$ cat src/rtl/acondicionador_entradas.sv
// Input conditioning for the I and S pushbuttons/switches.
// Each channel synchronizes its raw input with two flops. A four-state FSM then
// debounces the synchronized level, and the block produces the stable level, a
// one-cycle rising-edge pulse per channel and a shared one-cycle update pulse.
module acondicionador_entradas #(
  parameter int unsigned DEBOUNCE = 4,
  parameter int unsigned CNT_W    = 3
) (
  input  logic clk,
  input  logic rst_n,
  input  logic I_raw,
  input  logic S_raw,
  output logic I,
  output logic S,
  output logic I_rise,
  output logic S_rise,
  output logic upd
);

  typedef enum logic [1:0] {ST_LOW, CHK_HIGH, ST_HIGH, CHK_LOW} state_t;

  // Last count value of a qualifying run; the counter never goes past it.
  localparam logic [CNT_W-1:0] CntMax = CNT_W'(DEBOUNCE - 1);

  logic [1:0] raw;
  logic [1:0] lvl;
  logic [1:0] rise;
  logic [1:0] chg;
  logic       upd_q;

  assign raw = {S_raw, I_raw};

  for (genvar c = 0; c < 2; c++) begin : g_ch
    logic             sync1_q;
    logic             sync_q;
    state_t           st_q;
    logic [CNT_W-1:0] cnt_q;
    logic             lvl_q;
    logic             rise_q;
    logic             done;

    assign done = (cnt_q == CntMax);

    // Two-flop synchronizer; only sync_q is used downstream.
    always_ff @(posedge clk or negedge rst_n) begin
      if (!rst_n) begin
        sync1_q <= 1'b0;
        sync_q  <= 1'b0;
      end else begin
        sync1_q <= raw[c];
        sync_q  <= sync1_q;
      end
    end

    // Debounce FSM with registered level and rise pulse.
    always_ff @(posedge clk or negedge rst_n) begin
      if (!rst_n) begin
        st_q   <= ST_LOW;
        cnt_q  <= '0;
        lvl_q  <= 1'b0;
        rise_q <= 1'b0;
      end else begin
        rise_q <= 1'b0;
        unique case (st_q)
          ST_LOW: begin
            cnt_q <= '0;
            if (sync_q) st_q <= CHK_HIGH;
          end
          CHK_HIGH: begin
            if (!sync_q) begin
              st_q  <= ST_LOW;
              cnt_q <= '0;
            end else if (done) begin
              st_q   <= ST_HIGH;
              cnt_q  <= '0;
              lvl_q  <= 1'b1;
              rise_q <= 1'b1;
            end else begin
              cnt_q <= cnt_q + CNT_W'(1);
            end
          end
          ST_HIGH: begin
            cnt_q <= '0;
            if (!sync_q) st_q <= CHK_LOW;
          end
          CHK_LOW: begin
            if (sync_q) begin
              st_q  <= ST_HIGH;
              cnt_q <= '0;
            end else if (done) begin
              st_q  <= ST_LOW;
              cnt_q <= '0;
              lvl_q <= 1'b0;
            end else begin
              cnt_q <= cnt_q + CNT_W'(1);
            end
          end
          default: begin
            st_q  <= ST_LOW;
            cnt_q <= '0;
          end
        endcase
      end
    end

    // The level flips on this edge when a check state completes its run.
    assign chg[c]  = done && (((st_q == CHK_HIGH) && sync_q) || ((st_q == CHK_LOW) && !sync_q));
    assign lvl[c]  = lvl_q;
    assign rise[c] = rise_q;
  end

  // One update pulse however many channels change on the same edge.
  always_ff @(posedge clk or negedge rst_n) begin
    if (!rst_n) upd_q <= 1'b0;
    else        upd_q <= |chg;
  end

  assign I      = lvl[0];
  assign S      = lvl[1];
  assign I_rise = rise[0];
  assign S_rise = rise[1];
  assign upd    = upd_q;

endmodule

$ cat config.mk
export PLATFORM = sky130hd
export DESIGN_NAME = acondicionador_entradas
export DESIGN_NICKNAME = d
export VERILOG_FILES = /design/src/rtl/acondicionador_entradas.sv
export SDC_FILE = /design/constraint.sdc
export NUM_CORES = 1
export LEC_CHECK = 0
export ABC_AREA = 0
export CAP_MARGIN = 5
export CORE_UTILIZATION = 45
export CTS_CLUSTER_SIZE = 12
export DETAILED_ROUTE_END_ITERATION = 7
export PLACE_DENSITY_LB_ADDON = 0.08
export SYNTH_ARGS = -nofsm -noshare
export SYNTH_HDL_FRONTEND = slang
export SYNTH_SLANG_ARGS = --single-unit
$ cat constraint.sdc
create_clock -name clk -period 1.6 [get_ports clk]
set_input_delay 0.32 -clock clk [delete_from_list [all_inputs] [get_ports clk]]
set_output_delay 0.32 -clock clk [all_outputs]
set_load 0.05 [all_outputs]
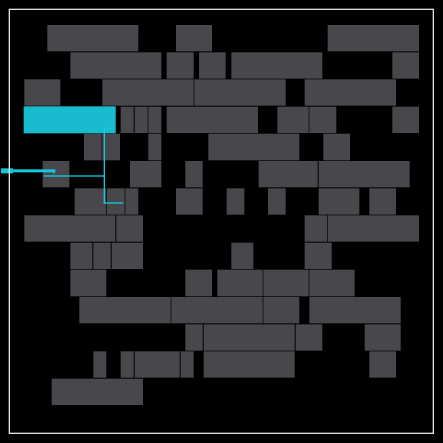
(run_1/io_fan.png)
(10 px per um)
Cyan is I, bits 1, direction output, end cells 1, buffers 1, wire 20.3 um.

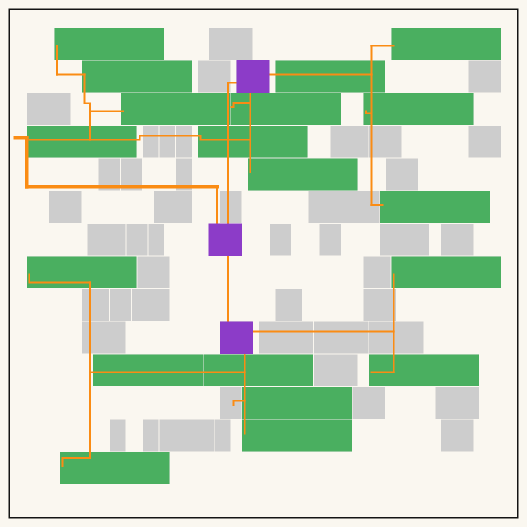
(run_1/clk_routes.png)
(12 px per um)
Purple is clock drivers, count 3. Green is flip-flops, count 19. Orange is clock wires, length 184 um.
Position of the flops: widely spread.

==> impl_metrics.py, run 1 <==
# Generated from Yosys and OpenROAD reports
metrics = {
    "drt": {
        "detail-route-antenna-nets": 0,
        "vias": 418,
        "wl_per_cell_um": 11.60,
        "wirelength_um": 963,
        "viasPerCell": 5.036,
        "route.detailed.drc": 0,
    },
    "die": {
        "core_area_um2": 1506,
        "die_y_um": 42.26,
        "die_x_um": 42.26,
    },
    "placed_design": {
        "placed_area_um2": 824.5,
    },
    "clock_tree": {
        "cts_setup_buffers": 0,
        "clock_latency_ns": 0.28,
        "htree_levels": 1,
        "ctsHoldBuffers": 0,
        "cts_tree": "done",
    },
    "synthesis": {
        "yosys.area_share.aoi_pct": 4.974,
        "yosysSeqAreaShare_pct": 65.18,
        "top_area_share_pct": 65.18,
        "simple_gate_area_share_pct": 19.73,
        "synth-edff-count": 0,
        "ys_sh_xor_pct": 4.631,
        "yosys_cells": 54,
        "synthCells": 54,
        "topCellsByArea": "dfrtp_1 (65%), ha_1 (3.4%), nor3b_2 (3.4%)",
        "largest_area_cell": "dfrtp_1",
    },
    "critical_path": {
        "worstPathCellList": "ha_1 -> nand3b_1 -> mux2_1",
        "required_ns": 1.78,
        "worstPathArrival_ns": 1.42,
        "crit_family": "flip-flops",
        "worstSetupEndpointType": "flip-flop",
    },
    "global_routing": {
        "grt_antenna_before_repair": 0,
        "grt_overflow": 0,
        "first_global_vias": 412,
    },
    "layout": {
        "fillers": 129,
        "nNetsFinal": 74,
        "final_area_um2": 852.1,
        "fin_cells": 83,
    },
    "sta": {
        "worst_hold_slack_ns": 0.3555,
        "hold_violations": 0,
        "max_freq_mhz": 807.0,
        "finalCritPeriodShare_pct": 77.45,
        "relSlewSlack_pct": 84.61,
    },
    "power_and_ir_drop": {
        "irDropWorstVdd_v": 0.0005334,
        "power.density_nw_per_um2": 1259,
    },
    "status": {
        "status": "finished, final reports clean",
    },
    "job": {
        "max_cap_viol_count": 0,
    },
}
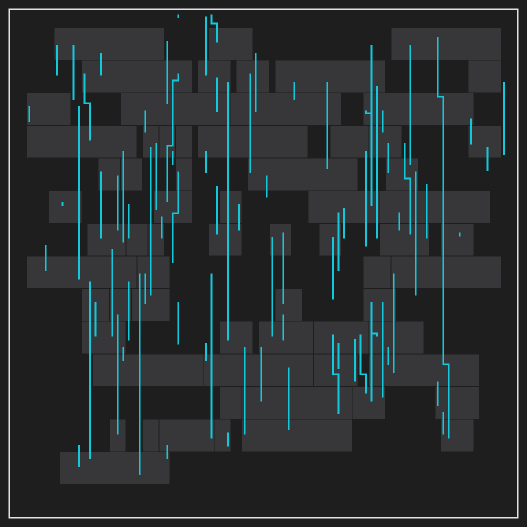
(run_1/layer_met2.png)
(12 px per um) Cells faint in the background.
59 nets have wire on it. The wires run mostly vertical. The layer carries 451 um of wire. The longest straight run is 22.3 um.

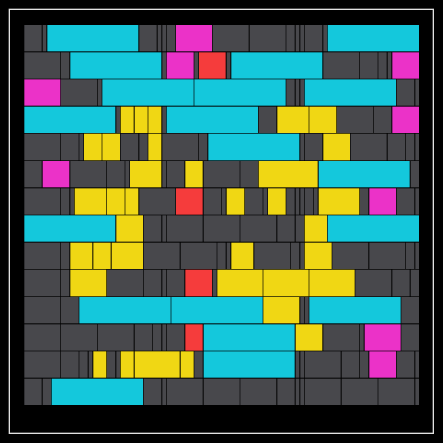
(run_1/placement_by_type.png)
(10 px per um) Fill, decap, tap and diode cells in grey.
Cyan is flops, cells 19, share of their area 57%. Yellow is combinational and other logic, cells 35, share of their area 31%. Magenta is other buffers and delay cells, cells 9, share of their area 9.0%. Red is clock drivers and dummy loads, cells 4, share of their area 3.3%.

run 1: report_power, final:
part	internal, mW	leakage, nW	switching [mW]
clock network	0.0927	0.0177	0.134
registers	0.567	0.238	0.0814
logic	0.0938	0.151	0.103
run 1: kinds of logic (layout without fill, tap and decap cells):
group | Yosys count | in the layout
XOR/XNOR | 3 | 3
multiplexers | 1 | 1
AND-OR/OR-AND | 6 | 6
flip-flops | 19 | 19
AND/OR/NAND/NOR | 22 | 22
adder cells (fa/ha/maj) | 2 | 2
buffers and inverters | 1 | 14
run 1: final cells by class:
class                      instances  area, um^2  area share, %
tap                               16       20.02          2.349
clock buffer                       3       22.52          2.643
clock inverter                     1       5.005         0.5874
inverter                           1       3.754         0.4405
sequential                        19       475.5          55.80
timing repair buffer               9       75.07          8.811
multi-input combinational         34       250.2          29.37
run 1: path summary, 6_finish.rpt:
check	slack, ns	endpoint	cells past startpoint
max	0.36	flip-flop	3
min	0.36	g_ch[1].cnt_q[2]$_DFF_PN0_	2
max reg2reg	0.36	flip-flop	3
min reg2reg	0.36	g_ch[1].sync_q$_DFF_PN0_	0
max in group asynchronous	1.05	g_ch[0].cnt_q[0]$_DFF_PN0_	2
min in group clk	0.36	g_ch[1].sync_q$_DFF_PN0_	0
run 1: layer usage:
metal  part of all wire (%)  track usage, %  vias to the layer above  wire length, um
met5                      0               0                        -                0
li1                       -               -                      210                -
met2                     47           19.38                        7              451
met3                    3.6           2.586                        2               35
met1                     49           17.20                      199              473
met4                   0.42           7.500                        0                4
==> run 2, diff against run 1 <==
Clock period 1.6 ns to 1.2 ns, I/O delays scaled along.
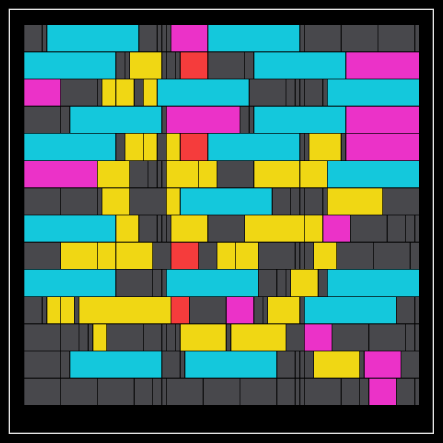
(run_2/placement_by_type.png)
(10 px per um) Fill, decap, tap and diode cells in grey.
Cyan is flops, cells 19, share of their area 50%. Red is clock drivers and dummy loads, cells 4, share of their area 2.9%. Magenta is other buffers and delay cells, cells 12, share of their area 17%. Yellow is combinational and other logic, cells 35, share of their area 30%.

==> run 2 against run 1 <==
Net effect: via count rose by 5.7%; first-iteration DRC count increased by 75%; sequential power rose by 36%; non-clock buffer count rose by 3; synthesized area did not move; register-to-register slack worse by 0.30 ns; synthesized cell count unchanged; highest routed layer unchanged.
==> impl_metrics.py, run 2 <==
# Generated from Yosys and OpenROAD reports
metrics = {
    "critical_path": {
        "cp.depth": 1,
        "required_ns": 0.96,
        "worstPathArrival_ns": 0.91,
        "worstRegToRegCells": 3,
        "crit_end": "I",
    },
    "power_and_ir_drop": {
        "p_seq_mw": 0.884,
        "netSwitchingFraction_pct": 30.39,
        "p_clk_share_pct": 20.4,
        "p_switching_mw": 0.4616,
        "irDropWorstVdd_v": 0.0009571,
        "power_frac_seq_pct": 58.2,
        "internal-power_mw": 1.057,
    },
    "die": {
        "die_x_um": 42.26,
        "die_y_um": 42.26,
        "core_area_um2": 1506,
    },
    "layout": {
        "nNetsFinal": 77,
        "final_area_um2": 967.2,
    },
    "synthesis": {
        "largest_area_cell": "dfrtp_1",
        "top_area_share_pct": 65.18,
        "synthCells": 54,
        "simple_gate_area_share_pct": 19.73,
    },
    "global_routing": {
        "grt_antenna_before_repair": 0,
        "grt_overflow": 0,
    },
    "clock_tree": {
        "htree_levels": 1,
    },
    "placed_design": {
        "placed_area_um2": 902.1,
    },
    "sta": {
        "max_freq_mhz": 867.0,
    },
    "status": {
        "status": "finished, final reports clean",
    },
    "drt": {
        "viasPerCell": 5.140,
        "route.detailed.drc": 0,
        "wirelength_um": 1055,
        "wl_per_cell_um": 12.27,
    },
}
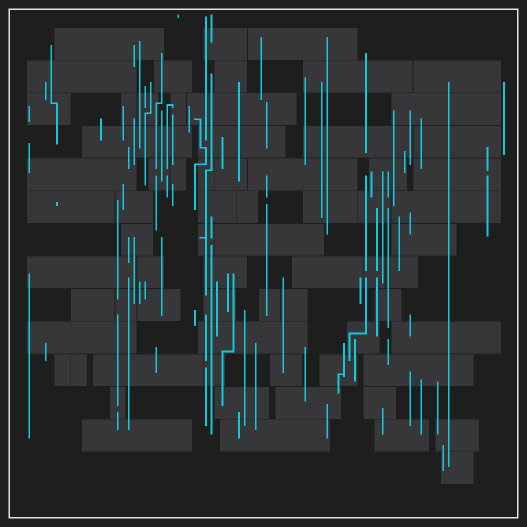
(run_2/layer_met2.png)
(12 px per um) Cells faint in the background.
The wires run mostly vertical. The layer carries 489 um of wire. The longest straight run is 32.0 um. 65 nets have wire on it.

[run 2: worst min-delay path by stage]
stage          slack [ns]                     endpoint  cells past startpoint                      start
2_1_floorplan       -0.06                I$_DFFE_PN0P_                      0                      rst_n
3_3_place_gp         0.33     g_ch[1].sync_q$_DFF_PN0_                      0  g_ch[1].sync1_q$_DFF_PN0_
3_5_place_dp         0.34     g_ch[0].sync_q$_DFF_PN0_                      0  g_ch[0].sync1_q$_DFF_PN0_
4_1_cts              0.28                    async pin                      2                      rst_n
5_1_grt              0.28  g_ch[1].st_q[0]$_DFFE_PN0P_                      2                      rst_n
6_report             0.27                    async pin                      2                      rst_n
[run 2: final cells by class]
type / count / area, um^2
clock buffer: 3 / 22.52
clock inverter: 1 / 5.005
fill: 113 / 539.3
inverter: 1 / 3.754
multi-input combinational: 34 / 280.3
sequential: 19 / 475.5
tap: 16 / 20.02
timing repair buffer: 12 / 160.2
[run 2: what timing repair did]
item                                    in CTS  in global routing
hold buffers                                 0                  0
pin swaps                                    0                  4
resized                                      1                  8
setup buffers                                1                  0
cloned                                       0                  0
endpoints found under the setup margin       1                  4
[run 2: routing by layer]
metal / global-route usage [%] / vias up / routed length [um]
met5: 0 / - / 0
met2: 20.31 / 9 / 489
met1: 18.60 / 216 / 517
met3: 2.586 / 2 / 36
met4: 5.625 / 0 / 12
li1: - / 215 / -
[run 2: cell families (layout without fill, tap and decap cells)]
| group | after synthesis | after routing |
|---|---|---|
| flip-flops | 19 | 19 |
| AND-OR/OR-AND | 6 | 6 |
| multiplexers | 1 | 1 |
| XOR/XNOR | 3 | 3 |
| AND/OR/NAND/NOR | 22 | 22 |
| buffers and inverters | 1 | 17 |
| adder cells (fa/ha/maj) | 2 | 2 |
Power figures rest on the tool's default switching activity, not on a simulated workload.
